--- config.mk ---
export PLATFORM = sky130hd
export DESIGN_NAME = byte_mem_bridge_flat
export DESIGN_NICKNAME = d
export VERILOG_FILES = /design/src/rtl/byte_mem_bridge_if.sv /design/src/rtl/byte_mem_bridge.sv /design/src/flat_wrapper.sv
export SDC_FILE = /design/constraint.sdc
export NUM_CORES = 1
export LEC_CHECK = 0
export CORE_MARGIN = 2
export CORE_UTILIZATION = 45
export CTS_BUF_LIST = sky130_fd_sc_hd__clkbuf_2
export CTS_CLUSTER_DIAMETER = 30
export DETAILED_ROUTE_END_ITERATION = 6
export PLACE_DENSITY = 0.86
export SYNTH_ARGS = -nofsm -noshare
export SYNTH_HDL_FRONTEND = slang
export SYNTH_SLANG_ARGS = --single-unit
--- constraint.sdc ---
create_clock -name clk -period 2.6 [get_ports clk]
set_input_delay 0.65 -clock clk [delete_from_list [all_inputs] [get_ports clk]]
set_output_delay 0.65 -clock clk [all_outputs]
set_load 0.005 [all_outputs]
--- src/rtl/byte_mem_bridge_if.sv ---
// Bus bundles for the word-request side (control unit <-> bridge) and the
// byte-wide physical memory side (bridge <-> memory).

interface mem_word_if;
  logic [15:0] mem_address;
  logic [15:0] mem_wdata;
  logic        mem_read;
  logic        mem_write;
  logic [1:0]  mem_byte_enable;
  logic [15:0] mem_rdata;
  logic        mem_resp;
  logic        mem_error;

  modport master (
    output mem_address, mem_wdata, mem_read, mem_write, mem_byte_enable,
    input  mem_rdata, mem_resp, mem_error
  );

  modport slave (
    input  mem_address, mem_wdata, mem_read, mem_write, mem_byte_enable,
    output mem_rdata, mem_resp, mem_error
  );
endinterface

interface pmem_byte_if;
  logic [15:0] pmem_address;
  logic [7:0]  pmem_wdata;
  logic [7:0]  pmem_rdata;
  logic        pmem_read;
  logic        pmem_write;
  logic        pmem_resp;

  modport master (
    output pmem_address, pmem_wdata, pmem_read, pmem_write,
    input  pmem_rdata, pmem_resp
  );

  modport slave (
    input  pmem_address, pmem_wdata, pmem_read, pmem_write,
    output pmem_rdata, pmem_resp
  );
endinterface

--- src/rtl/byte_mem_bridge.sv ---
// Serialises 16-bit word requests into one or two byte beats on an 8-bit
// memory port, with a per-beat wait-state timeout and a sticky error flag.

module byte_mem_bridge #(
  parameter int TIMEOUT = 255
) (
  input logic        clk,
  input logic        rst,
  mem_word_if.slave  mem_if,
  pmem_byte_if.master pmem_if
);

  localparam int CNT_W = (TIMEOUT > 0) ? $clog2(TIMEOUT + 1) : 1;
  localparam logic [CNT_W-1:0] CNT_LAST = CNT_W'((TIMEOUT > 0) ? TIMEOUT - 1 : 0);

  typedef enum logic [2:0] {
    ST_IDLE,
    ST_LO,
    ST_MID,
    ST_HI,
    ST_DONE
  } state_t;

  state_t            r_state;
  state_t            w_next_state;
  logic [15:0]       r_addr;
  logic [15:0]       r_wdata;
  logic [15:0]       r_rdata;
  logic              r_is_read;
  logic              r_need_hi;
  logic [CNT_W-1:0]  r_cnt;
  logic              r_error;

  logic              w_accept;
  logic              w_strobe;
  logic              w_timeout;
  logic              w_beat_done;
  logic [7:0]        w_beat_byte;

  assign w_accept    = (r_state == ST_IDLE) && (mem_if.mem_read || mem_if.mem_write);
  assign w_strobe    = (r_state == ST_LO) || (r_state == ST_HI);
  // A beat that hits its wait budget is closed out exactly like a real response.
  assign w_timeout   = (TIMEOUT > 0) && w_strobe && !pmem_if.pmem_resp && (r_cnt == CNT_LAST);
  assign w_beat_done = w_strobe && (pmem_if.pmem_resp || w_timeout);
  assign w_beat_byte = pmem_if.pmem_resp ? pmem_if.pmem_rdata : 8'hFF;

  // NOTE: every output of a combinational block gets a default first, so no path leaves it unassigned and no latch is inferred.
  always_comb begin
    w_next_state = r_state;
    case (r_state)
      ST_IDLE: begin
        if (mem_if.mem_read) begin
          w_next_state = ST_LO;
        end else if (mem_if.mem_write) begin
          if (mem_if.mem_byte_enable[0])      w_next_state = ST_LO;
          else if (mem_if.mem_byte_enable[1]) w_next_state = ST_HI;
          else                                w_next_state = ST_DONE;
        end
      end
      ST_LO:   if (w_beat_done) w_next_state = r_need_hi ? ST_MID : ST_DONE;
      ST_MID:  w_next_state = ST_HI;
      ST_HI:   if (w_beat_done) w_next_state = ST_DONE;
      ST_DONE: w_next_state = ST_IDLE;
      default: w_next_state = ST_IDLE;
    endcase
  end

  // NOTE: sequential state uses non-blocking assignments so every flop samples pre-edge values regardless of block order.
  always_ff @(posedge clk or posedge rst) begin
    if (rst) r_state <= ST_IDLE;
    else     r_state <= w_next_state;
  end

  always_ff @(posedge clk or posedge rst) begin
    if (rst) begin
      r_addr    <= '0;
      r_wdata   <= '0;
      r_rdata   <= '0;
      r_is_read <= 1'b0;
      r_need_hi <= 1'b0;
      r_cnt     <= '0;
      r_error   <= 1'b0;
    end else begin
      if (w_accept) begin
        r_addr    <= mem_if.mem_address & 16'hFFFE;
        r_wdata   <= mem_if.mem_wdata;
        r_is_read <= mem_if.mem_read;
        r_need_hi <= mem_if.mem_read || mem_if.mem_byte_enable[1];
      end

      // Counts wait cycles of the current beat; zero whenever no beat is pending.
      if (w_strobe && !w_beat_done) r_cnt <= r_cnt + 1'b1;
      else                          r_cnt <= '0;

      if (w_beat_done && r_is_read) begin
        if (r_state == ST_LO) r_rdata[7:0]  <= w_beat_byte;
        else                  r_rdata[15:8] <= w_beat_byte;
      end

      if (w_timeout) r_error <= 1'b1;
    end
  end

  assign mem_if.mem_rdata     = r_rdata;
  assign mem_if.mem_resp      = (r_state == ST_DONE);
  assign mem_if.mem_error     = r_error;

  assign pmem_if.pmem_address = r_addr | {15'd0, (r_state == ST_HI)};
  assign pmem_if.pmem_wdata   = (r_state == ST_HI) ? r_wdata[15:8] : r_wdata[7:0];
  assign pmem_if.pmem_read    = w_strobe && r_is_read;
  assign pmem_if.pmem_write   = w_strobe && !r_is_read;

endmodule

--- src/flat_wrapper.sv ---
// flat-port wrapper written by rule: the top's interface ports become plain ports
module byte_mem_bridge_flat 
#(
  parameter int TIMEOUT = 255
)
  (clk, rst, mem_if_mem_address, mem_if_mem_wdata, mem_if_mem_read, mem_if_mem_write, mem_if_mem_byte_enable, mem_if_mem_rdata, mem_if_mem_resp, mem_if_mem_error, pmem_if_pmem_address, pmem_if_pmem_wdata, pmem_if_pmem_read, pmem_if_pmem_write, pmem_if_pmem_rdata, pmem_if_pmem_resp);
  mem_word_if mem_if_i ();
  pmem_byte_if pmem_if_i ();
  input logic clk;
  input logic rst;
  input wire logic [$bits(mem_if_i.mem_address)-1:0] mem_if_mem_address;
  input wire logic [$bits(mem_if_i.mem_wdata)-1:0] mem_if_mem_wdata;
  input wire logic [$bits(mem_if_i.mem_read)-1:0] mem_if_mem_read;
  input wire logic [$bits(mem_if_i.mem_write)-1:0] mem_if_mem_write;
  input wire logic [$bits(mem_if_i.mem_byte_enable)-1:0] mem_if_mem_byte_enable;
  output wire logic [$bits(mem_if_i.mem_rdata)-1:0] mem_if_mem_rdata;
  output wire logic [$bits(mem_if_i.mem_resp)-1:0] mem_if_mem_resp;
  output wire logic [$bits(mem_if_i.mem_error)-1:0] mem_if_mem_error;
  output wire logic [$bits(pmem_if_i.pmem_address)-1:0] pmem_if_pmem_address;
  output wire logic [$bits(pmem_if_i.pmem_wdata)-1:0] pmem_if_pmem_wdata;
  output wire logic [$bits(pmem_if_i.pmem_read)-1:0] pmem_if_pmem_read;
  output wire logic [$bits(pmem_if_i.pmem_write)-1:0] pmem_if_pmem_write;
  input wire logic [$bits(pmem_if_i.pmem_rdata)-1:0] pmem_if_pmem_rdata;
  input wire logic [$bits(pmem_if_i.pmem_resp)-1:0] pmem_if_pmem_resp;
  assign mem_if_i.mem_address = mem_if_mem_address;
  assign mem_if_i.mem_wdata = mem_if_mem_wdata;
  assign mem_if_i.mem_read = mem_if_mem_read;
  assign mem_if_i.mem_write = mem_if_mem_write;
  assign mem_if_i.mem_byte_enable = mem_if_mem_byte_enable;
  assign mem_if_mem_rdata = mem_if_i.mem_rdata;
  assign mem_if_mem_resp = mem_if_i.mem_resp;
  assign mem_if_mem_error = mem_if_i.mem_error;
  assign pmem_if_pmem_address = pmem_if_i.pmem_address;
  assign pmem_if_pmem_wdata = pmem_if_i.pmem_wdata;
  assign pmem_if_pmem_read = pmem_if_i.pmem_read;
  assign pmem_if_pmem_write = pmem_if_i.pmem_write;
  assign pmem_if_i.pmem_rdata = pmem_if_pmem_rdata;
  assign pmem_if_i.pmem_resp = pmem_if_pmem_resp;
  byte_mem_bridge #(.TIMEOUT(TIMEOUT)) u_core (.clk(clk), .rst(rst), .mem_if(mem_if_i), .pmem_if(pmem_if_i));
endmodule
### Clock distribution

The bar under the picture is 20 µm long.
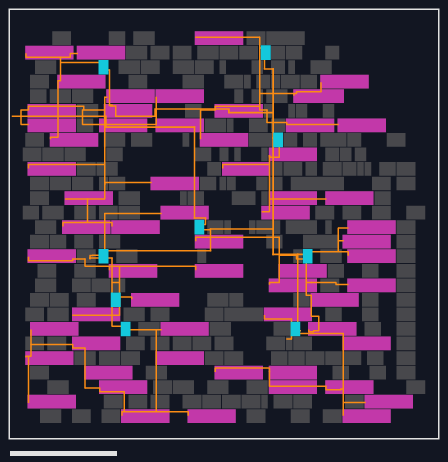
[magenta] flip-flops | count: 61
[orange] clock wires | length: 782 µm
[cyan] clock-net drivers | count: 9
flops lie	spread over the die
routed clock nets	10
Clk network pwr share: 11.9%
Late-Pin Clk Latency: 0.48 ns

### Wiring heat map

16 x 16 tiles, from dark blue (low) to red (high), scaled to the fullest tile. Values are wire area over tile area, all layers added.
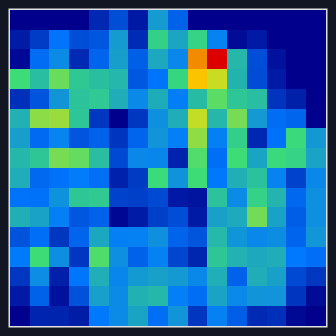
nearly empty tiles	10%
emptiest ninth of the die	upper right
mean over tiles	0.14
fullest tile	0.52
tiles over half the peak	7.8%
DR vias: 1857
Global Route Usage Sum: 19.1%
Wirelength per Cell: 15.3 µm
Post-Route WL: 5530 µm

==> impl_metrics.py <==
# Generated from Yosys and OpenROAD reports
metrics = {
    "floorplanning": {
        "num_io_pins": 91,
        "num_rows": 27,
        "core_area_um2": 5540,
        "die_w_um": 80.1,
        "floorplan.core_util_pct": 47.0,
        "die-area_um2": 6410,
    },
    "critical_path": {
        "cp-endpoint": "pmem_if_pmem_write",
        "cp_data_arrival_time_ns": 1.84,
        "crit_required_ns": 1.95,
        "path_cells": "buf_4, nand2b_1, nor2_1, clkdlybuf4s50_1",
        "r2r-end": "u_core.r_addr[6]$_DFFE_PP0P_",
        "startpoint_type": "register",
        "path_class": "reg2out",
        "reg2reg_from": "u_core.r_state[2]$_DFFE_PP0P_",
        "worstRegToRegCells": 5,
        "rrSetupSlack_ns": 0.86,
        "crit_path_start": "u_core.r_state[2]$_DFFE_PP0P_",
        "path_depth": 4,
        "crit_buf_inv": 2,
        "cp_slowest_cell": "clkdlybuf4s50_1",
        "cp_top_family": "buffers and inverters",
        "endpoint_kind": "output pin",
    },
    "cts": {
        "h-tree-depth": 3,
        "root_buffer": "clkbuf_2",
        "cts.sinks": 61,
        "clk_pin_slew_ns": 0.17,
        "cts_tree": "done",
        "clock_tree.buffer_depth": 2,
        "numCtsBuffers": 9,
    },
    "power_and_ir_drop": {
        "power_density_nw_per_um2": 1050,
        "swShare_pct": 32.0,
        "internal_power_w": 0.00263,
        "leakagePower_nw": 1.56,
        "power_frac_seq_pct": 41.0,
        "combPwrFrac_pct": 47.0,
    },
    "global_routing": {
        "grt_use_met1_pct": 22.8,
        "grt.busiest_layer": "met2",
        "use_met3_pct": 5.96,
        "antenna_found_initial": 0,
        "overflow": 0,
        "gr-usage-met2_pct": 31.4,
        "grt_max_degree": 34,
        "grt_pass1_vias": 1948,
        "grt_pass1_wl_um": 9200,
    },
    "route": {
        "drtPass1Iterations": 4,
        "detail_route.vias_per_cell": 5.14,
        "drtIter0Drc": 70,
        "drcViolationCount": 0,
        "detail-route-antenna-nets": 0,
    },
    "logic_synthesis": {
        "ys_types": 41,
        "synth_warnings": 0,
        "synth_cells": 184,
        "ys_ff": 61,
        "ff_type": "dfrtp_1",
        "ys_chip_area_um2": 2600,
        "syn-cell-area_um2": 2600,
        "avgSynthCellArea_um2": 14.1,
        "yosysCellCount": 184,
        "edf_count": 0,
        "synthArstFlopShare_pct": 100,
        "fp_nets": 233,
        "ys_seq_share_pct": 58.7,
    },
    "sta": {
        "hold_viol_final": 0,
        "finalCritPeriodShare_pct": 95.9,
        "relSlewSlack_pct": 63.9,
        "drv_slew": 0,
        "worstMarginPinSlew_ns": 0.541,
        "setup_viol": 0,
        "fmax_ghz": 0.401,
        "finalClockSkew_ns": 0.0262,
        "finalCriticalPeriod_ns": 2.49,
    },
    "worst_hold_path": {
        "min_from": "u_core.mem_if.mem_error$_DFFE_PP0P_",
        "hold_depth": 1,
        "hold_end": "u_core.mem_if.mem_error$_DFFE_PP0P_",
    },
    "final_layout": {
        "fin_nets": 334,
        "fillers": 447,
        "antenna_cells": 0,
        "drive_above_1_share_pct": 16.6,
        "postLayoutCoreUtil_pct": 66.6,
        "postLayoutCellArea_um2": 3690,
    },
    "flow_run": {
        "warnings": 28,
        "drv_cap": 0,
    },
    "placed_design": {
        "place_hpwl_um": 3990,
        "gp_congestion": 0.728,
        "dpl-instance-area_um2": 3590,
        "numPortBuffers": 89,
    },
    "outcome": {
        "status": "finished clean",
    },
}
### Met4 routing

Cells faint in the background.
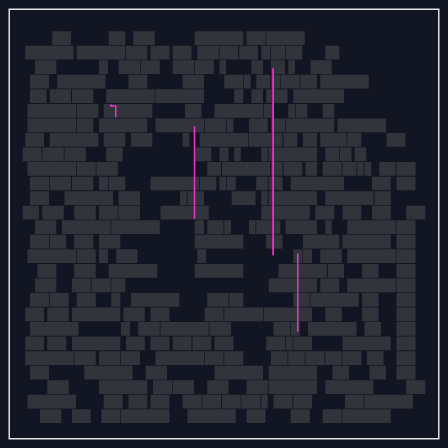
share of all routed wire	1.3%
main direction	vertical
nets with wire on the layer	2
wire length on this layer	68.9 µm
longest straight run	34.7 µm

metal layers:
metal / routed length [µm] / part of all wire, %
met1: 2300 / 42
met4: 68 / 1.2
met3: 368 / 6.7
met2: 2790 / 51
met5: 0 / 0
cells in the mapped netlist, drive strengths merged, types with 3 or more instances:
| cell type | count | area, µm² |
|---|---|---|
| dfrtp | 61 | 1530 |
| nand3 | 4 | 25.0 |
| nand2b | 3 | 18.8 |
| nand2 | 4 | 17.5 |
| mux2 | 39 | 439 |
| nor2 | 14 | 52.6 |
| buf | 6 | 53.8 |
| nor3 | 3 | 31.3 |
| o22a | 16 | 140 |
| xor2 | 5 | 43.8 |
| inv | 4 | 15.0 |
cell usage in the layout (no fill, tap or decap), types with 3 or more instances in the layout:
cell and instances:
dlygate4sd2_1 8, o22a_1 16, mux2_1 28, clkdlybuf4s50_1 81, clkbuf_2 10, mux2_2 11, dfrtp_1 60, xor2_1 5
buf_4 5, nand2b_1 3, nor2_1 13, nand3_1 3
logic make-up after synthesis:
| logic type | count (synthesis) | synth area share [%] |
|---|---|---|
| buffers and inverters | 10 | 2.64 |
| multiplexers | 39 | 16.9 |
| XOR/XNOR | 6 | 2.02 |
| flip-flops | 61 | 58.7 |
| adder cells (fa/ha/maj) | 2 | 0.961 |
| AND-OR/OR-AND | 27 | 9.42 |
| AND/OR/NAND/NOR | 39 | 9.42 |
timing repair:
| action | in CTS | in global routing |
|---|---|---|
| setup buffers | 1 | 1 |
| pin swaps | 1 | 0 |
| hold buffers | 0 | 0 |
| setup endpoints to repair | 9 | 1 |
| gates cloned | 0 | 0 |
| gates resized | 12 | 1 |
layout make-up:
type	count	area, µm²	share of cell area [%]
Timing Repair Buffer	96	958	26.0
Inverter	4	15.0	0.407
Sequential cell	61	1530	41.4
Clock inverter	5	28.8	0.779
Tap cell	72	90.1	2.44
Multi-Input combinational cell	113	1020	27.7
Clock buffer	10	50.0	1.36
worst register-to-register path, delay by kind of cell, from the launching register on:
kind	cells	cell delay (ns)
flops	1	0.46
buf+inv	2	0.37
simple gates	1	0.22
mux	1	0.38
compound gates	1	0.21
registers in the layout, indices dropped and copies added (netlist names):
signal                   flops
u_core.r_need_hi             1
u_core.r_addr               15
u_core.mem_if.mem_error      1
u_core.r_wdata              16
u_core.r_cnt                 8
u_core.r_state               3
u_core.mem_if.mem_rdata     16
u_core.r_is_read             1
stage by stage:
step / hold WS, ns / cells / setup WS [ns] / TNS (ns) / total power (W)
finish: 0.503 / 361 / 0.106 / 0 / 0.00387
global route: 0.514 / 361 / -0.0139 / -0.0139 / 0.00414
CTS: 0.497 / 360 / 0.0141 / 0 / 0.00390
detailed placement: 0.469 / 344 / 0.220 / 0 / 0.00348
global placement: 0.441 / 344 / 0.236 / 0 / 0.00340
floorplan: 0.451 / 184 / 0.437 / 0 / 0.00248
power by group through the flow:
stage / registers [W] / logic, W / clock network (W)
finish: 0.00159 / 0.00182 / 0.000462
detailed placement: 0.00162 / 0.00186 / 0
floorplan: 0.00160 / 0.000877 / 0
global placement: 0.00159 / 0.00181 / 0
global route: 0.00164 / 0.00197 / 0.000520
CTS: 0.00160 / 0.00183 / 0.000477
Power figures rest on the tool's default switching activity, not on a simulated workload.
